Metal 3:
The bar under the picture is 50 um long.
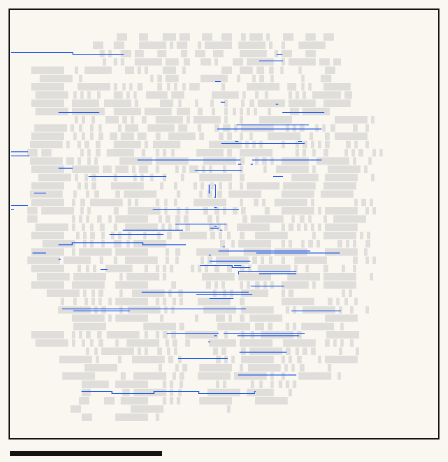
The metal 1 layer:
The bar under the picture is 50 um long. Supply wires on this layer in gray.
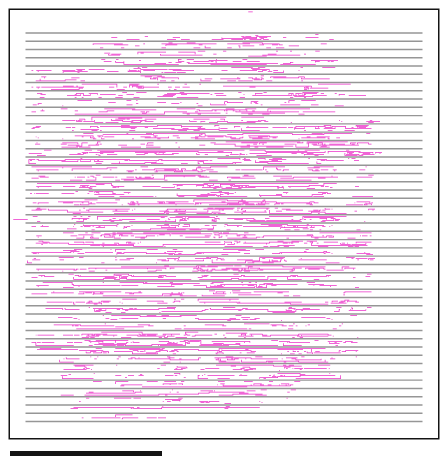
A small window of the routed layout:
The bar under the picture is 10 um long. Region (86, 15) to (126, 55) um. Cells in gray, sequential cells in the stronger gray; small squares are vias.
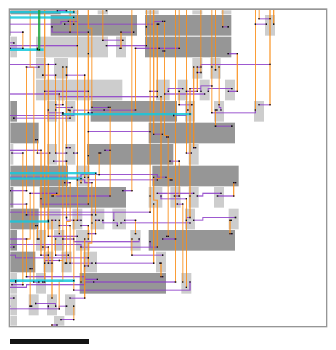
Congestion heat map:
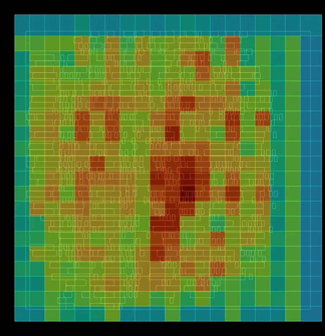
--- config.mk ---
export PLATFORM = sky130hd
export DESIGN_NAME = uart_tx_feeder
export DESIGN_NICKNAME = d
export VERILOG_FILES = /design/src/rtl/uart_tx_feeder_pkg.sv /design/src/rtl/uart_sync_fifo.sv /design/src/rtl/uart_tx_feeder.sv
export SDC_FILE = /design/constraint.sdc
export NUM_CORES = 1
export LEC_CHECK = 0
export ABC_AREA = 1
export CAP_MARGIN = 0
export CELL_PAD_IN_SITES_DETAIL_PLACEMENT = 1
export CELL_PAD_IN_SITES_GLOBAL_PLACEMENT = 1
export CORE_MARGIN = 5
export CORE_UTILIZATION = 40
export DETAILED_ROUTE_END_ITERATION = 7
export PLACE_DENSITY = 0.73
export SLEW_MARGIN = 10
export SYNTH_ARGS = -nofsm -noshare
export SYNTH_HDL_FRONTEND = slang
export SYNTH_SLANG_ARGS = --single-unit
--- constraint.sdc ---
create_clock -name clk -period 5.95 [get_ports clk]
set_input_delay 0.8925 -clock clk [delete_from_list [all_inputs] [get_ports clk]]
set_output_delay 0.8925 -clock clk [all_outputs]
set_load 0.01 [all_outputs]
--- src/rtl/uart_tx_feeder_pkg.sv ---
// uart_tx_feeder_pkg: shared UART data width and the feeder launch FSM encoding
package uart_tx_feeder_pkg;
  localparam int UART_DATA_W = 8;
  typedef enum logic [1:0] {
    FEED_IDLE    = 2'd0,
    FEED_START   = 2'd1,
    FEED_WAIT_HI = 2'd2,
    FEED_WAIT_LO = 2'd3
  } feed_state_e;
endpackage

--- src/rtl/uart_sync_fifo.sv ---
// uart_sync_fifo: single-clock FIFO with occupancy count and a combinational head read
module uart_sync_fifo #(
  parameter int DEPTH = 16,
  parameter int W = 8,
  localparam int AW = $clog2(DEPTH)
) (
  input  logic          clk,
  input  logic          rst_n,
  input  logic          push,
  input  logic          pop,
  input  logic [W-1:0]  wr_data,
  output logic [W-1:0]  rd_data,
  output logic [AW:0]   count,
  output logic          empty,
  output logic          full
);
  logic [W-1:0] mem_q [DEPTH];
  logic [AW-1:0] wr_ptr_q, wr_ptr_d, rd_ptr_q, rd_ptr_d;
  logic [AW:0] count_q, count_d;
  logic do_push, do_pop;
  assign count = count_q;
  assign empty = count_q == '0;
  assign full = count_q == (AW+1)'(DEPTH);
  assign rd_data = mem_q[rd_ptr_q];
  always_comb begin
    do_push = push && !full;
    do_pop = pop && !empty;
    wr_ptr_d = do_push ? wr_ptr_q + 1'b1 : wr_ptr_q;
    rd_ptr_d = do_pop ? rd_ptr_q + 1'b1 : rd_ptr_q;
    count_d = count_q + (AW+1)'(do_push) - (AW+1)'(do_pop);
  end
  always_ff @(posedge clk or negedge rst_n) begin
    if (!rst_n) begin
      wr_ptr_q <= '0;
      rd_ptr_q <= '0;
      count_q <= '0;
    end else begin
      wr_ptr_q <= wr_ptr_d;
      rd_ptr_q <= rd_ptr_d;
      count_q <= count_d;
    end
  end
  always_ff @(posedge clk) begin
    if (do_push) mem_q[wr_ptr_q] <= wr_data;
  end
endmodule

--- src/rtl/uart_tx_feeder.sv ---
// uart_tx_feeder: buffers producer bytes and launches them into uart_tx one frame at a time
module uart_tx_feeder
  import uart_tx_feeder_pkg::*;
#(
  parameter int DEPTH = 16,
  localparam int ADDR_W = $clog2(DEPTH)
) (
  input  logic                   clk,
  input  logic                   rst_n,
  input  logic [UART_DATA_W-1:0] wr_data,
  input  logic                   wr_valid,
  output logic                   wr_ready,
  output logic [UART_DATA_W-1:0] tx_data,
  output logic                   tx_start,
  input  logic                   tx_busy,
  output logic [ADDR_W:0]        fifo_count,
  output logic                   fifo_empty,
  output logic                   fifo_full,
  output logic                   overflow,
  input  logic                   ovf_clear
);
  feed_state_e state_q, state_d;
  logic [UART_DATA_W-1:0] tx_data_q, tx_data_d, head;
  logic tx_start_q, tx_start_d, overflow_q, overflow_d, pop;
  assign wr_ready = !fifo_full;
  assign tx_data = tx_data_q;
  assign tx_start = tx_start_q;
  assign overflow = overflow_q;
  uart_sync_fifo #(.DEPTH(DEPTH), .W(UART_DATA_W)) u_fifo (
    .clk(clk),
    .rst_n(rst_n),
    .push(wr_valid && wr_ready),
    .pop(pop),
    .wr_data(wr_data),
    .rd_data(head),
    .count(fifo_count),
    .empty(fifo_empty),
    .full(fifo_full)
  );
  // tx_busy is ignored in START to cover the one-cycle lag before uart_tx raises it
  always_comb begin
    state_d = state_q;
    tx_start_d = 1'b0;
    tx_data_d = tx_data_q;
    pop = 1'b0;
    case (state_q)
      FEED_IDLE: if (!fifo_empty && !tx_busy) begin
        state_d = FEED_START;
        tx_start_d = 1'b1;
        tx_data_d = head;
        pop = 1'b1;
      end
      FEED_START: state_d = FEED_WAIT_HI;
      FEED_WAIT_HI: state_d = tx_busy ? FEED_WAIT_LO : FEED_WAIT_HI;
      default: state_d = tx_busy ? FEED_WAIT_LO : FEED_IDLE;
    endcase
    overflow_d = (wr_valid && !wr_ready) ? 1'b1 : ovf_clear ? 1'b0 : overflow_q;
  end
  always_ff @(posedge clk or negedge rst_n) begin
    if (!rst_n) begin
      state_q <= FEED_IDLE;
      tx_data_q <= '0;
      tx_start_q <= 1'b0;
      overflow_q <= 1'b0;
    end else begin
      state_q <= state_d;
      tx_data_q <= tx_data_d;
      tx_start_q <= tx_start_d;
      overflow_q <= overflow_d;
    end
  end
endmodule

==> results.txt <==
CP max FO = 13
FF-to-FF setup slack = 2.92 ns
tool warnings = 31
CP delay by family, top = adder cells
DR WL met2 = 8850 um
Final clock-cell share = 0.0799
Synth area leader = edfxtp_1
main area contributors = edfxtp_1 56%, nand2_1 12%, dfrtp_1 9.1%, nand3_1 7.2%, inv_1 6.5%
CP Launch Type = input port
P_clk = 1.14 mW
Highest Signal Layer = met4
XOR Share, Synth = 0.0128
slowest cell delay on critical path = 0.51 ns
Min-Delay Path Class = register to register
period utilization = 0.541
routability cong. = 0.879
Mapped Nets = 697
Cell Type Count = 20
final wirelength = 17100 um
global route overflow = 0
CP Class = input port to register
met1 wire length = 6820 um
Comb gates = 367
DP Area = 7230 um2
# resized after CTS = 0
Die ar. = 19800 um2
via-per-instance ratio = 4.95
Power Combinational = 1.33 mW
Multiplexer share = 0
Bufs on Longest Clock Path = 2
CTS Hold Bufs = 0
most used cell, CP = inv_1
final antenna-violating net count = 0
number of enable flip-flop cells = 128
pre-CTS setup slack = 2.36 ns
RSZ-0062 raised after global routing = false
clock skew = 0.0131 ns
Max Freq = 311 MHz
latest clock arrival within the worst-skew pair = 0.44 ns
comb. cell area = 1700 um2
Core Footprint = 16700 um2
fin nets = 722
adder share = 0.0267
row count = 47
worst path bufs/invs = 4
outcome = finished, final reports clean
Peak supply drop = 0.224 mV
number of I/O pins = 31
Comb/total area = 0.217
Pre-antenna DRT Iters = 4
pwr dens = 497 nW/um2
DIE HEIGHT = 141 um
synthesized area = 6850 um2
CP arrival = 3.58 ns
Int Pwr = 2.46 mW
Setup TNS = 0 ns
clk root buf = clkbuf_16
-- 'metal 3' (at the start) --
The longest straight run is 60.3 um. 33 nets have wire on it. The layer carries 890 um of wire.

-- 'the metal 1 layer' (at the start) --
The longest straight run is 48.3 um. The layer carries 6820 um of wire. 686 nets have wire on it.

-- 'a small window of the routed layout' (at the start) --
Purple is M1. Orange is M2. Cyan is M3. Green is M4.
Sequential cells in the window: 11. Netlist names of flops here include u_fifo.mem_q (11). Most frequent: inv_1 (18), nand2_1 (17), edfxtp_1 (11). 58 logic cells have their middle in the window.

-- 'congestion heat map' (at the start) --
routing usage on met2: 0.319
GRT Total Usage: 0.186
grt peak-use layer: met2
WL/cell: 18.5 um
M3 GR Usage: 0.0501

Power figures rest on the tool's default switching activity, not on a simulated workload.
